### config.mk
export PLATFORM = sky130hd
export DESIGN_NAME = cpu_burst_sm_flat
export DESIGN_NICKNAME = d
export VERILOG_FILES = /design/src/rtl/cpu_sm_pkg.sv /design/src/rtl/cpu_burst_sm_if.sv /design/src/rtl/cpu_sm_term.sv /design/src/rtl/cpu_burst_sm.sv /design/src/flat_wrapper.sv
export SDC_FILE = /design/constraint.sdc
export NUM_CORES = 1
export LEC_CHECK = 0
export CAP_MARGIN = 20
export CORE_MARGIN = 2
export CORE_UTILIZATION = 53
export DETAILED_ROUTE_END_ITERATION = 7
export GPL_ROUTABILITY_DRIVEN = 0
export GPL_TIMING_DRIVEN = 0
export PLACE_DENSITY = 0.82
export SLEW_MARGIN = 10
export SYNTH_ARGS = -nofsm -noshare
export SYNTH_HDL_FRONTEND = slang
export SYNTH_SLANG_ARGS = --single-unit
### constraint.sdc
create_clock -name CLK -period 6.4 [get_ports CLK]
set_clock_uncertainty 0.05 [all_clocks]
set_input_delay 1.6 -clock CLK [delete_from_list [all_inputs] [get_ports CLK]]
set_output_delay 1.6 -clock CLK [all_outputs]
set_load 0.03 [all_outputs]
### src/rtl/cpu_sm_pkg.sv
// cpu_sm_pkg: shared types for the DMA burst bus master.
// State encoding, SIZ codes, DSACK decode values, output bundle.
package cpu_sm_pkg;

  typedef enum logic [2:0] {
    S_IDLE,
    S_REQ,
    S_GRANT,
    S_ADDR,
    S_DATA,
    S_TERM,
    S_RELEASE,
    S_ERROR
  } state_e;

  localparam logic [1:0] SIZ_LONG = 2'b00;
  localparam logic [1:0] SIZ_WORD = 2'b10;

  // decode of {DSACK1_, DSACK0_}
  localparam logic [1:0] ACK_P32  = 2'b00;
  localparam logic [1:0] ACK_P16  = 2'b01;
  localparam logic [1:0] ACK_P8   = 2'b10;
  localparam logic [1:0] ACK_NONE = 2'b11;

  typedef struct packed {
    logic       br_n;
    logic       bgack_n;
    logic       as_n;
    logic       ds_n;
    logic       rw;
    logic [1:0] siz;
    logic       a1;
    logic       half_sel;
    logic       pop;
    logic       push;
    logic       incadd;
    logic       busy;
    logic       err;
  } bus_out_t;

  function automatic bus_out_t out_idle();
    bus_out_t o;
    o         = '0;
    o.br_n    = 1'b1;
    o.bgack_n = 1'b1;
    o.as_n    = 1'b1;
    o.ds_n    = 1'b1;
    o.rw      = 1'b1;
    o.siz     = SIZ_LONG;
    return o;
  endfunction

endpackage

### src/rtl/cpu_burst_sm_if.sv
// cpu_burst_sm_if: FIFO status, DMA control and 68k-style bus
// signals between the burst master and its environment.
interface cpu_burst_sm_if;

  logic       DMAENA;
  logic       DMADIR;
  logic       FIFOFULL;
  logic       FIFOEMPTY;
  logic       FLUSHFIFO;
  logic       LASTWORD;
  logic       BG_;
  logic       DSACK0_;
  logic       DSACK1_;
  logic       BERR_;
  logic       BR_;
  logic       BGACK_;
  logic       AS_;
  logic       DS_;
  logic       RW;
  logic [1:0] SIZ;
  logic       A1;
  logic       FIFO_POP;
  logic       FIFO_PUSH;
  logic       HALF_SEL;
  logic       INCADD;
  logic       BUSY;
  logic       ERR;

  modport master (
    input  DMAENA, DMADIR, FIFOFULL, FIFOEMPTY,
    input  FLUSHFIFO, LASTWORD,
    input  BG_, DSACK0_, DSACK1_, BERR_,
    output BR_, BGACK_, AS_, DS_, RW, SIZ, A1,
    output FIFO_POP, FIFO_PUSH, HALF_SEL,
    output INCADD, BUSY, ERR
  );

  modport slave (
    output DMAENA, DMADIR, FIFOFULL, FIFOEMPTY,
    output FLUSHFIFO, LASTWORD,
    output BG_, DSACK0_, DSACK1_, BERR_,
    input  BR_, BGACK_, AS_, DS_, RW, SIZ, A1,
    input  FIFO_POP, FIFO_PUSH, HALF_SEL,
    input  INCADD, BUSY, ERR
  );

endinterface

### src/rtl/cpu_sm_term.sv
// cpu_sm_term: data-phase termination decode (DSACK, BERR,
// timeout) for the burst master.
module cpu_sm_term #(
  parameter int TIMEOUT     = 64,
  parameter int PORT16_ONLY = 0
) (
  input  logic clk,
  input  logic rst,
  input  logic load,
  input  logic active,
  input  logic dsack0_n,
  input  logic dsack1_n,
  input  logic berr_n,
  output logic done_long,
  output logic done_half,
  output logic err
);
  import cpu_sm_pkg::*;

  logic [7:0] tmr_q;
  logic [1:0] ack;
  logic       p16;
  logic       expired;

  assign ack = {dsack1_n, dsack0_n};
  assign p16 = (PORT16_ONLY != 0);

  // last allowed data cycle: the counter hits zero on this edge
  assign expired = (ack == ACK_NONE) && (tmr_q <= 8'd1);

  always_ff @(posedge clk) begin
    if (rst) begin
      tmr_q <= '0;
    end else if (load) begin
      tmr_q <= 8'(TIMEOUT);
    end else if (active && tmr_q != 8'd0) begin
      tmr_q <= tmr_q - 8'd1;
    end
  end

  always_comb begin
    done_long = 1'b0;
    done_half = 1'b0;
    err       = 1'b0;
    if (active) begin
      err = !berr_n || (ack == ACK_P8) || expired;
      if (!err) begin
        unique case (ack)
          ACK_P32: begin
            done_long = !p16;
            done_half = p16;
          end
          ACK_P16: done_half = 1'b1;
          default: ;
        endcase
      end
    end
  end

endmodule

### src/rtl/cpu_burst_sm.sv
// cpu_burst_sm: DMA burst bus master moving longwords between the
// FIFO and a 16/32-bit asynchronous bus.
module cpu_burst_sm #(
  parameter int BURST_LEN   = 4,
  parameter int TIMEOUT     = 64,
  parameter int PORT16_ONLY = 0
) (
  input logic            CLK,
  input logic            RST,
  cpu_burst_sm_if.master bus
);
  import cpu_sm_pkg::*;

  localparam int            CW  = $clog2(BURST_LEN + 1);
  localparam logic [CW-1:0] LEN = CW'(BURST_LEN);

  state_e        state_q;
  state_e        state_d;
  logic          half_q;
  logic          half_d;
  logic          lw_q;
  logic          lw_d;
  logic [CW-1:0] cnt_q;
  logic [CW-1:0] cnt_d;
  bus_out_t      out_q;
  bus_out_t      out_d;
  logic          t_long;
  logic          t_half;
  logic          t_err;
  logic          start;
  logic          more;

  cpu_sm_term #(
    .TIMEOUT    (TIMEOUT),
    .PORT16_ONLY(PORT16_ONLY)
  ) u_term (
    .clk      (CLK),
    .rst      (RST),
    .load     (state_q == S_ADDR),
    .active   (state_q == S_DATA),
    .dsack0_n (bus.DSACK0_),
    .dsack1_n (bus.DSACK1_),
    .berr_n   (bus.BERR_),
    .done_long(t_long),
    .done_half(t_half),
    .err      (t_err)
  );

  assign start = bus.DMAENA && !out_q.err &&
    (bus.DMADIR ?
      (bus.FIFOFULL || (bus.FLUSHFIFO && !bus.FIFOEMPTY)) :
      !bus.FIFOFULL);

  assign more = (cnt_q < LEN) && bus.DMAENA &&
    !bus.LASTWORD &&
    (bus.DMADIR ? !bus.FIFOEMPTY : !bus.FIFOFULL);

  always_comb begin
    state_d = state_q;
    half_d  = half_q;
    lw_d    = lw_q;
    cnt_d   = cnt_q;
    unique case (state_q)
      S_IDLE: begin
        half_d = 1'b0;
        lw_d   = 1'b0;
        cnt_d  = '0;
        if (start) state_d = S_REQ;
      end
      S_REQ: begin
        if (!bus.DMAENA) begin
          state_d = S_IDLE;
        end else if (!bus.BG_ && bus.DSACK0_ &&
                     bus.DSACK1_) begin
          state_d = S_GRANT;
        end
      end
      S_GRANT: state_d = S_ADDR;
      S_ADDR:  state_d = S_DATA;
      S_DATA: begin
        if (t_err) begin
          state_d = S_ERROR;
        end else if (t_long || t_half) begin
          // a half ack on the second half closes the longword
          state_d = S_TERM;
          lw_d    = t_long || half_q;
          if (t_long || half_q) cnt_d = cnt_q + 1'b1;
        end
      end
      S_TERM: begin
        if (!lw_q) begin
          state_d = S_ADDR;
          half_d  = 1'b1;
        end else if (more) begin
          state_d = S_ADDR;
          half_d  = 1'b0;
        end else begin
          state_d = S_RELEASE;
        end
      end
      S_RELEASE: begin
        cnt_d   = '0;
        half_d  = 1'b0;
        state_d = S_IDLE;
      end
      S_ERROR: begin
        cnt_d  = '0;
        half_d = 1'b0;
        if (!bus.DMAENA) state_d = S_IDLE;
      end
      default: state_d = S_IDLE;
    endcase
  end

  // outputs are decoded from the next state and registered
  always_comb begin
    out_d      = out_idle();
    out_d.busy = (state_d != S_IDLE);
    unique case (state_d)
      S_REQ:   out_d.br_n    = 1'b0;
      S_GRANT: out_d.bgack_n = 1'b0;
      S_ADDR, S_DATA, S_TERM: begin
        out_d.bgack_n  = 1'b0;
        out_d.rw       = !bus.DMADIR;
        out_d.siz      = half_d ? SIZ_WORD : SIZ_LONG;
        out_d.a1       = half_d;
        out_d.half_sel = half_d;
        out_d.as_n     = (state_d == S_TERM);
        out_d.ds_n     = (state_d != S_DATA);
        if (state_d == S_TERM && lw_d) begin
          out_d.incadd = 1'b1;
          out_d.pop    = bus.DMADIR;
          out_d.push   = !bus.DMADIR;
        end
      end
      S_ERROR: out_d.err = 1'b1;
      default: ;
    endcase
  end

  always_ff @(posedge CLK) begin
    if (RST) begin
      state_q <= S_IDLE;
      half_q  <= 1'b0;
      lw_q    <= 1'b0;
      cnt_q   <= '0;
      out_q   <= out_idle();
    end else begin
      state_q <= state_d;
      half_q  <= half_d;
      lw_q    <= lw_d;
      cnt_q   <= cnt_d;
      out_q   <= out_d;
    end
  end

  assign bus.BR_       = out_q.br_n;
  assign bus.BGACK_    = out_q.bgack_n;
  assign bus.AS_       = out_q.as_n;
  assign bus.DS_       = out_q.ds_n;
  assign bus.RW        = out_q.rw;
  assign bus.SIZ       = out_q.siz;
  assign bus.A1        = out_q.a1;
  assign bus.HALF_SEL  = out_q.half_sel;
  assign bus.FIFO_POP  = out_q.pop;
  assign bus.FIFO_PUSH = out_q.push;
  assign bus.INCADD    = out_q.incadd;
  assign bus.BUSY      = out_q.busy;
  assign bus.ERR       = out_q.err;

endmodule

### src/flat_wrapper.sv
// flat-port wrapper written by rule: the top's interface ports become plain ports
module cpu_burst_sm_flat import cpu_sm_pkg::*;
#(
  parameter int BURST_LEN   = 4,
  parameter int TIMEOUT     = 64,
  parameter int PORT16_ONLY = 0
)
  (CLK, RST, bus_DMAENA, bus_DMADIR, bus_FIFOFULL, bus_FIFOEMPTY, bus_FLUSHFIFO, bus_LASTWORD, bus_BG_, bus_DSACK0_, bus_DSACK1_, bus_BERR_, bus_BR_, bus_BGACK_, bus_AS_, bus_DS_, bus_RW, bus_SIZ, bus_A1, bus_FIFO_POP, bus_FIFO_PUSH, bus_HALF_SEL, bus_INCADD, bus_BUSY, bus_ERR);
  cpu_burst_sm_if bus_i ();
  input logic CLK;
  input logic RST;
  input wire logic [$bits(bus_i.DMAENA)-1:0] bus_DMAENA;
  input wire logic [$bits(bus_i.DMADIR)-1:0] bus_DMADIR;
  input wire logic [$bits(bus_i.FIFOFULL)-1:0] bus_FIFOFULL;
  input wire logic [$bits(bus_i.FIFOEMPTY)-1:0] bus_FIFOEMPTY;
  input wire logic [$bits(bus_i.FLUSHFIFO)-1:0] bus_FLUSHFIFO;
  input wire logic [$bits(bus_i.LASTWORD)-1:0] bus_LASTWORD;
  input wire logic [$bits(bus_i.BG_)-1:0] bus_BG_;
  input wire logic [$bits(bus_i.DSACK0_)-1:0] bus_DSACK0_;
  input wire logic [$bits(bus_i.DSACK1_)-1:0] bus_DSACK1_;
  input wire logic [$bits(bus_i.BERR_)-1:0] bus_BERR_;
  output wire logic [$bits(bus_i.BR_)-1:0] bus_BR_;
  output wire logic [$bits(bus_i.BGACK_)-1:0] bus_BGACK_;
  output wire logic [$bits(bus_i.AS_)-1:0] bus_AS_;
  output wire logic [$bits(bus_i.DS_)-1:0] bus_DS_;
  output wire logic [$bits(bus_i.RW)-1:0] bus_RW;
  output wire logic [$bits(bus_i.SIZ)-1:0] bus_SIZ;
  output wire logic [$bits(bus_i.A1)-1:0] bus_A1;
  output wire logic [$bits(bus_i.FIFO_POP)-1:0] bus_FIFO_POP;
  output wire logic [$bits(bus_i.FIFO_PUSH)-1:0] bus_FIFO_PUSH;
  output wire logic [$bits(bus_i.HALF_SEL)-1:0] bus_HALF_SEL;
  output wire logic [$bits(bus_i.INCADD)-1:0] bus_INCADD;
  output wire logic [$bits(bus_i.BUSY)-1:0] bus_BUSY;
  output wire logic [$bits(bus_i.ERR)-1:0] bus_ERR;
  assign bus_i.DMAENA = bus_DMAENA;
  assign bus_i.DMADIR = bus_DMADIR;
  assign bus_i.FIFOFULL = bus_FIFOFULL;
  assign bus_i.FIFOEMPTY = bus_FIFOEMPTY;
  assign bus_i.FLUSHFIFO = bus_FLUSHFIFO;
  assign bus_i.LASTWORD = bus_LASTWORD;
  assign bus_i.BG_ = bus_BG_;
  assign bus_i.DSACK0_ = bus_DSACK0_;
  assign bus_i.DSACK1_ = bus_DSACK1_;
  assign bus_i.BERR_ = bus_BERR_;
  assign bus_BR_ = bus_i.BR_;
  assign bus_BGACK_ = bus_i.BGACK_;
  assign bus_AS_ = bus_i.AS_;
  assign bus_DS_ = bus_i.DS_;
  assign bus_RW = bus_i.RW;
  assign bus_SIZ = bus_i.SIZ;
  assign bus_A1 = bus_i.A1;
  assign bus_FIFO_POP = bus_i.FIFO_POP;
  assign bus_FIFO_PUSH = bus_i.FIFO_PUSH;
  assign bus_HALF_SEL = bus_i.HALF_SEL;
  assign bus_INCADD = bus_i.INCADD;
  assign bus_BUSY = bus_i.BUSY;
  assign bus_ERR = bus_i.ERR;
  cpu_burst_sm #(.BURST_LEN(BURST_LEN), .TIMEOUT(TIMEOUT), .PORT16_ONLY(PORT16_ONLY)) u_core (.CLK(CLK), .RST(RST), .bus(bus_i));
endmodule
==> summary.txt, run 1 <==
impl run done, here's what came out: Commonest cells post-synth dfxtp_1 (27), nor2_1 (19), nor2b_1 (9), o21ai_0 (7), xor2_1 (7), register area 541 µm², met2 Resource Use GR 38.6%, Port-buffer cells 24, Avg Cell Area, Syn 8.62 µm², Largest cells by area dfxtp_1 (41%), nor2_1 (5.4%), xor2_1 (4.6%), Min-Delay Path Class flip-flop to flip-flop, initial antenna violation count 0, antenna-violating nets left 0, fraction of area in multi-input gates 44.5%, Fin. Hold Viols 0, Die Ht 54.0 µm, synthesis-to-finish area growth 23.0%, Buffers excl. clock 31, registers 27, mi-comb count 114, first-pass GRT wire length 4900 µm, fin crit share 55.3%, CP Launch Type primary input, Slew Viols, Final 0, async set or reset register ratio after synthesis 0%, Clock Latency Late Sink 320 ps, drt first pass iters 4, vias per inst 5.60, met2 WL post-DR 1420 µm, yosys stat area 0.00133 mm², register with the highest flop count u_core.u_term.tmr_q, largest fanout on the critical path 6, cts hold-fix bufs 0, worst path arrival time 3690 ps, unrepaired setup endpoints after global routing false, die area 0.00292 mm², count leader, synth dfxtp_1, EDFF count, synth 0, Log Warnings 27, Largest regs u_core.u_term.tmr_q: 8 flops, u_core.cnt_q: 3 flops, u_core.state_q: 3 flops, Synth Seq Share 40.7%, # Max-Cap Violations 0, flop share of the area 33.1%, Non-clock inverters 6, post-cts gate resize count 0, clkbuf count 3, fp util 54.6%, std cell rows 18, worst-margin pin slew 699 ps, Final Hold Slack 421 ps, Inserted Clock Buffers 3, Req. time, crit path 6550 ps, mux frac, synth 0%, M1 wire length 1300 µm, DR WL/cell 13.5 µm, Synth Flop Type dfxtp_1, Die Wd 54.0 µm, CTS root buffer clkbuf_4, IO Pins 26, CP Class primary input to flip-flop, Simple-Gate Area Share 27.5%, Place WS 2530 ps, Dominant cell area share 40.7%, Max VDD drop 127 µV, Final nets 198, Final Cell Area 0.00163 mm², Setup WS post-layout 2860 ps, Tap Cells 30, grt ovf 0, Complex Gates by Area 18.2%, YS warnings 0, DP Area 0.00161 mm², hpwl dp 2300 µm, final cell count without fillers 212, largest net degree at the start of global routing 16, routing usage on met3 3.61%, Logic cell area 727 µm², # fillers 204, count of final setup violators 0, Adder Area Share 2.83%, Sink Count 27, crit path time final 3540 ps, Top Metal Used met4, clock-cell share of area 1.69%, Slew Limit Headroom 53.1%, Synth cell types 46, GRT Util Overall 22.8%, Clock Path Buffers 2, GRT busiest layer met2, setup TNS 0 ps, xor/xnor share 5.94%, clock-pin slew on the worst setup and hold paths 140 ps, Synth flops 27, main logic family after synthesis simple AND/OR/NAND/NOR gates, Starting DRT DRC Count 21, most instantiated logic cell after routing dfxtp_1, metal3 WL 129 µm, setup bufs post-CTS 0, syn nets 169, fmax 283 MHz, Lkg Pwr 0.643 nW, CTS tree yes, critical path endpoint category flip-flop, antenna diode count 0, Non-clock buffering overhead 17.0%, DRC 0, Tot Pwr 0.300 mW, status complete, no violations, core box area 0.00243 mm², share of post-route cells with drive strength above 1 5.49%, Top Layout Cells dfxtp_1 (27), clkdlybuf4s50_1 (24), nor2_1 (19), gate count of the mapped netlist 154, placed cells 208
[run 1: where the power goes]
group	internal, mW	switching (mW)
clock	0.0234	0.0491
combinational	0.0225	0.0288
sequential	0.173	0.00287
[run 1: worst paths after layout]
kind / end / slack, ps / from / cells after the start
max: u_core.bus.BR_ / 2860 / bus_DMADIR / 6
min: u_core.cnt_q[1] / 420 / u_core.cnt_q[1] / 2
max reg2reg: u_core.bus.RW / 4040 / u_core.u_term.tmr_q[0] / 7
min reg2reg: u_core.cnt_q[1] / 420 / u_core.cnt_q[1] / 2
[run 1: worst max-delay path: stages]
cell and delay, ps:
clkdlybuf4s50_1 500, a211o_1 340, o31a_1 260, o311a_1 380, a21o_1 190, or4_1 410
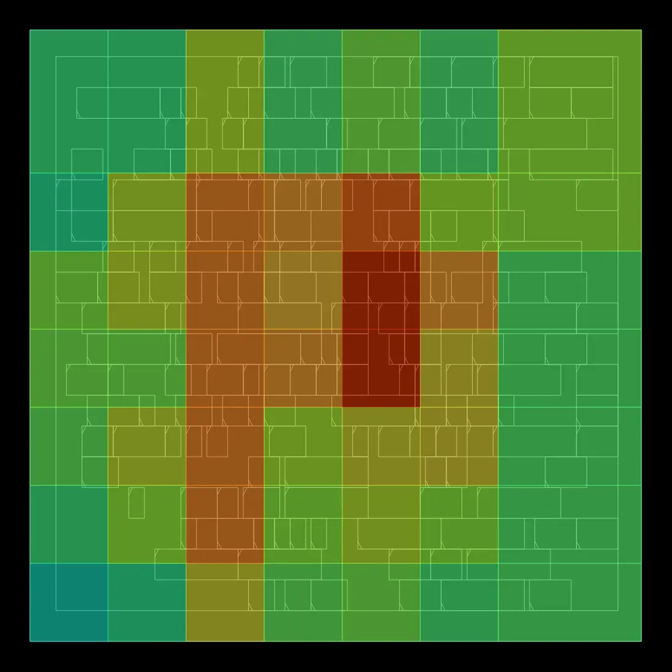
Figure 1: run 1, congestion heat map.
met1 Use GR: 30.0%
final core utilization: 67.1%

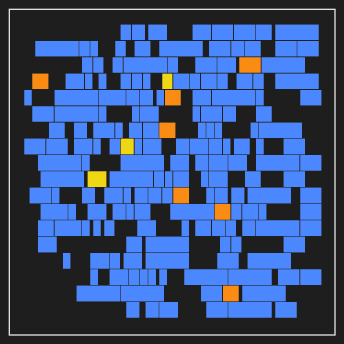
Figure 2: run 1, cells by drive strength.
Scale: 6 px per µm.
legend:
  drive 3 to 4:
    colour: orange
    cells: 7
    share: 3.8%
  drive 2:
    colour: yellow
    cells: 3
    share: 1.6%
  drive 1 or less:
    colour: blue
    cells: 172
    share: 95%

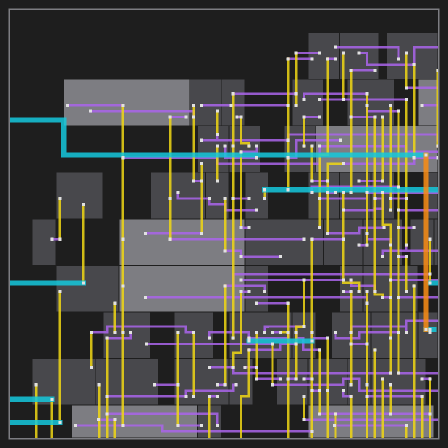
Figure 3: run 1, layout detail.
Region (1, 28) to (26, 53) µm. Cells in grey, sequential cells in the stronger grey; small squares are vias.
legend:
  met1:
    colour: purple
  met3:
    colour: cyan
  met4:
    colour: orange
  met2:
    colour: yellow
netlist names of flops here include: `u_core.cnt_q` (2), `u_core.u_term.tmr_q` (2)
cells with their middle in the window: 47
most frequent: dfxtp_1 (6), nand2_1 (5), o21ai_0 (5)
sequential cells in the window: 6

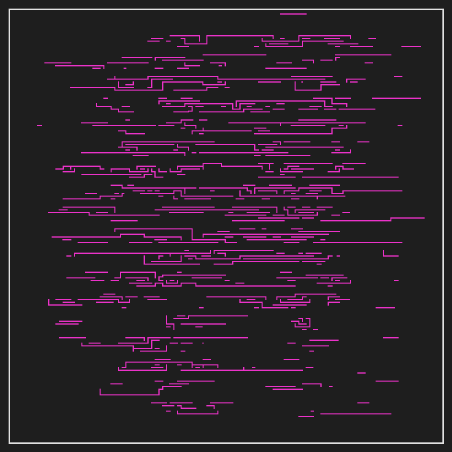
Figure 4: run 1, metal 1.
Scale: 8 px per µm.
share of all routed wire: 45%
longest straight run: 17.0 µm
via count: 1187
drt total wl: 2870 µm

==> run 2, diff against run 1 <==
--- a/config.mk
+++ b/config.mk
@@ -7,11 +7,11 @@
 export LEC_CHECK = 0
 export CAP_MARGIN = 20
 export CORE_MARGIN = 2
-export CORE_UTILIZATION = 53
+export CORE_UTILIZATION = 50
 export DETAILED_ROUTE_END_ITERATION = 7
 export GPL_ROUTABILITY_DRIVEN = 0
 export GPL_TIMING_DRIVEN = 0
-export PLACE_DENSITY = 0.82
+export PLACE_DENSITY = 0.78
 export SLEW_MARGIN = 10
 export SYNTH_ARGS = -nofsm -noshare
 export SYNTH_HDL_FRONTEND = slang
==> constraint.sdc (replaced) <==
create_clock -name CLK -period 3.45 [get_ports CLK]
set_clock_uncertainty 0.05 [all_clocks]
set_input_delay 0.8625 -clock CLK [delete_from_list [all_inputs] [get_ports CLK]]
set_output_delay 0.8625 -clock CLK [all_outputs]
set_load 0.03 [all_outputs]
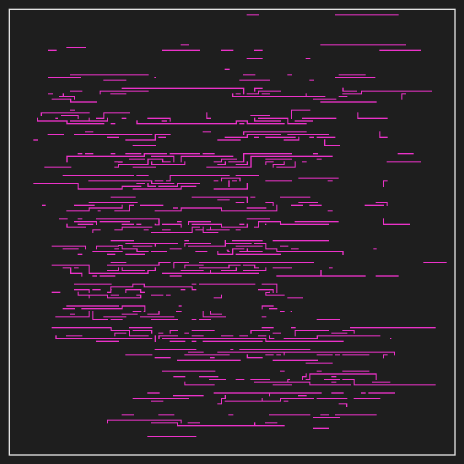
Figure 5: run 2, metal 1.
Scale: 8 px per µm.
longest straight run: 22.1 µm
wire length on this layer: 1310 µm
main direction: horizontal
nets with wire on the layer: 181
share of all routed wire: 45%
met1 Use GR: 25.6%
drt total wl: 2920 µm

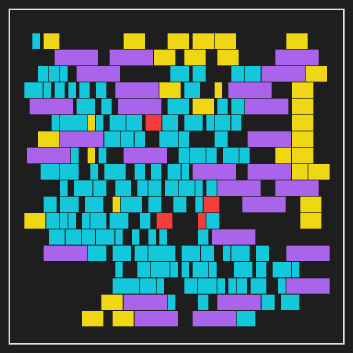
Figure 6: run 2, placed cells, one colour a class.
Scale: 6 px per µm.
legend:
  other buffers and delay cells:
    colour: yellow
    cells: 31
  all other logic:
    colour: cyan
    cells: 120
  flip-flops:
    colour: purple
    cells: 27
  clock drivers and dummy loads:
    colour: red
    cells: 4

==> summary.txt, run 2 <==
impl run done, here's what came out: xor/xnor share 5.94% (unchanged), Clock Power Share 24.5% (+0.3 points), Die Ht 55.5 µm (+2.7%), largest net degree at the start of global routing 15 (-1), Top delay family on crit path AND-OR/OR-AND gates, mux frac, synth 0% (unchanged), Top Layout Cells dfxtp_1 (27), clkdlybuf4s50_1 (24), nor2_1 (19), Req. time, crit path 3610 ps (-2940 ps), # Max-Cap Violations 0 (unchanged), leading area contributor after synthesis dfxtp_1, Log Warnings 27 (unchanged), worst-margin pin slew 798 ps (+98.9 ps), grt ovf 0 (unchanged), vias in the first global route 1182, Synth cell types 46 (unchanged), most instantiated logic cell after routing dfxtp_1, Starting DRT DRC Count 26 (+24%), hpwl dp 2270 µm (-1.3%), number of standard cells reported by yosys 154, sequential power share 58.4% (-0.3 points), Mapped Area 0.00133 mm², yosys stat area 0.00133 mm² (unchanged), met2 Resource Use GR 34.4% (-4.3 points), internal power 0.408 mW (+86%), fp util 53.1% (-1.5 points), post-cts gate resize count 0 (unchanged), crit path time final 2810 ps, via count 1225 (+3.2%), final core utilization 65.3% (-1.9 points), count of final setup violators 0 (unchanged), Power Density 342 mW/mm², DP Area 0.00161 mm² (unchanged), Place WS 310 ps (-2220 ps), DR WL/cell 13.8 µm (+1.7%), setup bufs post-CTS 0 (unchanged), unrepaired setup endpoints after global routing false, std cell rows 18 (unchanged), Min-Delay Path Class flip-flop to flip-flop, core box area 0.00250 mm² (+2.8%), Clock Path Buffers 2 (unchanged), Final nets 198 (unchanged), clock-pin slew on the worst setup and hold paths 140 ps (about the same), Setup WS post-layout 635 ps (-2230 ps), register with the highest flop count u_core.u_term.tmr_q, Gate power share 17.1% (about the same), Largest regs u_core.u_term.tmr_q: 8 flops, u_core.cnt_q: 3 flops, u_core.state_q: 3 flops, Logic cell area 727 µm² (unchanged), largest fanout on the critical path 6 (unchanged), Bufs and invs on worst path 1 (unchanged), main logic family after synthesis simple AND/OR/NAND/NOR gates, antenna-violating nets left 0 (unchanged), Final Hold Slack 420 ps (-0.930 ps), register area 541 µm² (unchanged), CTS tree yes, Inserted Clock Buffers 3 (unchanged), fin crit share 81.6%, CP Launch Type primary input, count leader, synth dfxtp_1, Avg Cell Area, Syn 8.62 µm² (unchanged), initial antenna violation count 0 (unchanged), Fin. Hold Viols 0 (unchanged), async set or reset register ratio after synthesis 0% (unchanged), share of post-route cells with drive strength above 1 4.95% (-0.55 points), Tot Pwr 0.558 mW (+86%), die area 0.00308 mm² (+5.6%), Pwr top sequential cells, Die Wd 55.5 µm (+2.7%), Max H-tree Level 1, setup TNS 0 ps (unchanged), Commonest cells post-synth dfxtp_1 (27), nor2_1 (19), nor2b_1 (9), o21ai_0 (7), xor2_1 (7), met2 WL post-DR 1370 µm (-3.4%), final cell count without fillers 212 (unchanged), Top Metal Used met4, gate count of the mapped netlist 154 (unchanged), vias per inst 5.78 (+3.2%), status complete, no violations, placed cells 208 (unchanged), worst stage delay on the critical path 480 ps (-20 ps), Max VDD drop 252 µV (+98%), M1 wire length 1310 µm (+0.15%), Largest cells by area dfxtp_1 (41%), nor2_1 (5.4%), xor2_1 (4.6%), Complex Gates by Area 18.2% (unchanged), crit path max-delay cell type clkdlybuf4s50_1, Sink Count 27 (unchanged), Largest register FFs 8, Clock Latency Late Sink 320 ps (about the same), YS warnings 0 (unchanged), Port-buffer cells 24 (unchanged), fmax 355 MHz, routing usage on met3 3.04% (-0.57 points), Dominant cell area share 40.7% (unchanged), Slew Viols, Final 0 (unchanged), antenna diode count 0 (unchanged), EDFF count, synth 0 (unchanged), sequence of cells on the critical path clkdlybuf4s50_1 -> a211o_1 -> o31a_1 -> o311a_1 -> a21o_1 -> or4_1, GRT Util Overall 20.6% (-2.1 points), IO Pins 26 (unchanged), Synth Seq Share 40.7% (unchanged), # fillers 219 (+7.4%), CP Class primary input to flip-flop, Psw 0.150 mW (+86%), drt first pass iters 4 (unchanged), synthesis-to-finish area growth 22.9% (about the same), Lkg Pwr 0.640 nW (-0.42%), metal3 WL 167 µm (+29%), Simple-Gate Area Share 27.5% (unchanged), DRC 0 (unchanged), CTS root buffer clkbuf_4, Combinational Power 0.0956 mW (+86%), reg2reg setup slack 1030 ps (-3010 ps), critical path endpoint category flip-flop, syn nets 169 (unchanged), Switching Share 26.9% (-0.071 points), P_clk 0.137 mW (+89%), GRT busiest layer met2, Synth Flop Type dfxtp_1, Adder Area Share 2.83% (unchanged), Final Cell Area 0.00163 mm² (about the same), Synth flops 27 (unchanged), sequential group power 0.326 mW (+85%), first-pass GRT wire length 5120 µm (+4.5%), cts hold-fix bufs 0 (unchanged), Slew Limit Headroom 46.5% (-6.6 points), worst path arrival time 2980 ps (-710 ps)
-- run 2: cell counts after synthesis --
No cell type changed its count.
-- run 2: area by class of cell --
type | count | share of cell area (%)
plain buffers | 7 | 2.30
flip-flops and latches | 27 | 33.1
inverters | 6 | 1.38
multi-input cells | 114 | 44.6
well taps | 30 | 2.30
clock buffers | 4 | 1.61
repair buffers | 24 | 14.7
-- run 2: final timing paths --
path / start / end / cells past startpoint
hold reg to reg: u_core.cnt_q[1] / u_core.cnt_q[1] / 2
setup / recovery: bus_DMADIR / u_core.bus.BR_ / 6
setup reg to reg: u_core.u_term.tmr_q[0] / u_core.bus.AS_ / 7
hold / removal: u_core.cnt_q[1] / u_core.cnt_q[1] / 2
==> run 3, diff against run 2 <==
==> constraint.sdc (replaced) <==
create_clock -name CLK -period 2.93 [get_ports CLK]
set_clock_uncertainty 0.05 [all_clocks]
set_input_delay 0.7325 -clock CLK [delete_from_list [all_inputs] [get_ports CLK]]
set_output_delay 0.7325 -clock CLK [all_outputs]
set_load 0.03 [all_outputs]
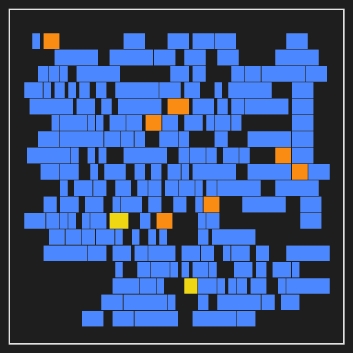
Figure 7: run 3, cells by drive strength.
Scale: 6 px per µm.
legend:
  drive 3 to 4:
    colour: orange
    cells: 7
    share: 3.8%
  drive 2:
    colour: yellow
    cells: 2
    share: 1.1%
  drive 1 or less:
    colour: blue
    cells: 173
    share: 95%

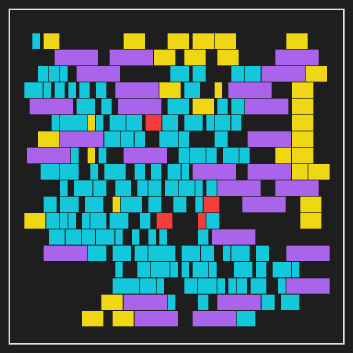
Figure 8: run 3, placed cells, one colour a class.
Scale: 6 px per µm.
legend:
  flip-flops:
    colour: purple
    cells: 27
  clock drivers and dummy loads:
    colour: red
    cells: 4
  other buffers and delay cells:
    colour: yellow
    cells: 31
  all other logic:
    colour: cyan
    cells: 120

==> summary.txt, run 3 <==
impl run done, here's what came out: Tot Pwr 0.657 mW (+18%), Slew Limit Headroom 46.5% (unchanged), critical path endpoint category flip-flop, initial antenna violation count 0 (unchanged), largest net degree at the start of global routing 15 (unchanged), die area 0.00308 mm² (unchanged), grt ovf 0 (unchanged), Power Density 403 mW/mm² (+18%), Synth cell types 46 (unchanged), fp util 53.1% (unchanged), worst stage delay on the critical path 480 ps (about the same), Inserted Clock Buffers 3 (unchanged), count leader, synth dfxtp_1, Min-Delay Path Class flip-flop to flip-flop, Slew Viols, Final 0 (unchanged), Lkg Pwr 0.640 nW (unchanged), Final nets 198 (unchanged), final cell count without fillers 212 (unchanged), Final Cell Area 0.00163 mm² (unchanged), Mapped Area 0.00133 mm² (unchanged), Buffers excl. clock 31 (unchanged), Psw 0.177 mW (+18%), Port-buffer cells 24 (unchanged), GRT busiest layer met2, via count 1225 (unchanged), Die Ht 55.5 µm (unchanged), Synth Flop Type dfxtp_1, # fillers 219 (unchanged), register area 541 µm² (unchanged), Top delay family on crit path AND-OR/OR-AND gates, met2 Resource Use GR 34.4% (unchanged), CP Launch Type primary input, Largest regs u_core.u_term.tmr_q: 8 flops, u_core.cnt_q: 3 flops, u_core.state_q: 3 flops, clock-cell share of area 1.61% (unchanged), Final Hold Slack 420 ps (unchanged), placed cells 208 (unchanged), register with the highest flop count u_core.u_term.tmr_q, Die Wd 55.5 µm (unchanged), CP Class primary input to flip-flop, Top Layout Cells dfxtp_1 (27), clkdlybuf4s50_1 (24), nor2_1 (19), Place WS -80.0 ps (-390 ps), post-cts gate resize count 0 (unchanged), Synth flops 27 (unchanged), gate count of the mapped netlist 154 (unchanged), clkbuf count 4 (unchanged), Max-area cell class combinational gates, Synth Seq Share 40.7% (unchanged), Clock Path Buffers 2 (unchanged), largest fanout on the critical path 6 (unchanged), crit path time final 2680 ps, routing usage on met3 3.04% (unchanged), Worst R2R End u_core.bus.AS_, cts hold-fix bufs 0 (unchanged), flop share of the area 33.1% (unchanged), antenna diode count 0 (unchanged), reg2reg path depth 7 (unchanged), M1 wire length 1310 µm (unchanged), leading area contributor after synthesis dfxtp_1, status complete, no violations, Fin. Hold Viols 0 (unchanged), Switching Share 26.9% (about the same), DP Area 0.00161 mm² (unchanged), Sink Count 27 (unchanged), core box area 0.00250 mm² (unchanged), clock-pin slew on the worst setup and hold paths 140 ps (about the same), vias per inst 5.78 (unchanged), Bufs and invs on worst path 1 (unchanged), Dominant cell area share 40.7% (unchanged), P_clk 0.161 mW (+18%), Req. time, crit path 3090 ps (-520 ps), Combinational Power 0.113 mW (+20%), Pwr top sequential cells, Tap Cells 30 (unchanged), CTS tree yes, sequential group power 0.384 mW (+18%), hpwl dp 2270 µm (unchanged), Clock Power Share 24.5% (about the same), Gate power share 17.1% (about the same), fraction of area in multi-input gates 44.6% (unchanged), sequence of cells on the critical path clkdlybuf4s50_1 -> a211o_1 -> o31a_1 -> o311a_1 -> a21o_1 -> or4_1, first-pass GRT wire length 5120 µm (unchanged), Non-clock inverters 6 (unchanged), sequential power share 58.4% (about the same)
## run 3: cell counts after synthesis
Identical to the previous run, type by type.
## run 3: cell families (layout without fill, tap and decap cells)
logic type	after synthesis	count (layout)	share of synthesized area, %
and+or+nand+nor	67	67	27.5
xor gates and xnor gates	9	9	5.94
buffers and inverters	13	41	4.52
DFF	27	27	40.7
adders and majority gates	3	3	2.83
other	1	1	0.282
AOI/OAI and AO/OA	34	34	18.2
## run 3: worst max path at each step
stage	from	to	depth (start not counted)
after global routing	bus_DMADIR	u_core.bus.BR_	6
after floorplan	bus_DMADIR	u_core.bus.BR_	5
after CTS	bus_DMADIR	u_core.bus.BR_	6
after global placement	bus_DMADIR	u_core.bus.BR_	6
after detailed placement	bus_DMADIR	u_core.bus.BR_	6
final	bus_DMADIR	u_core.bus.BR_	6
Power and IR drop assume default switching activity.
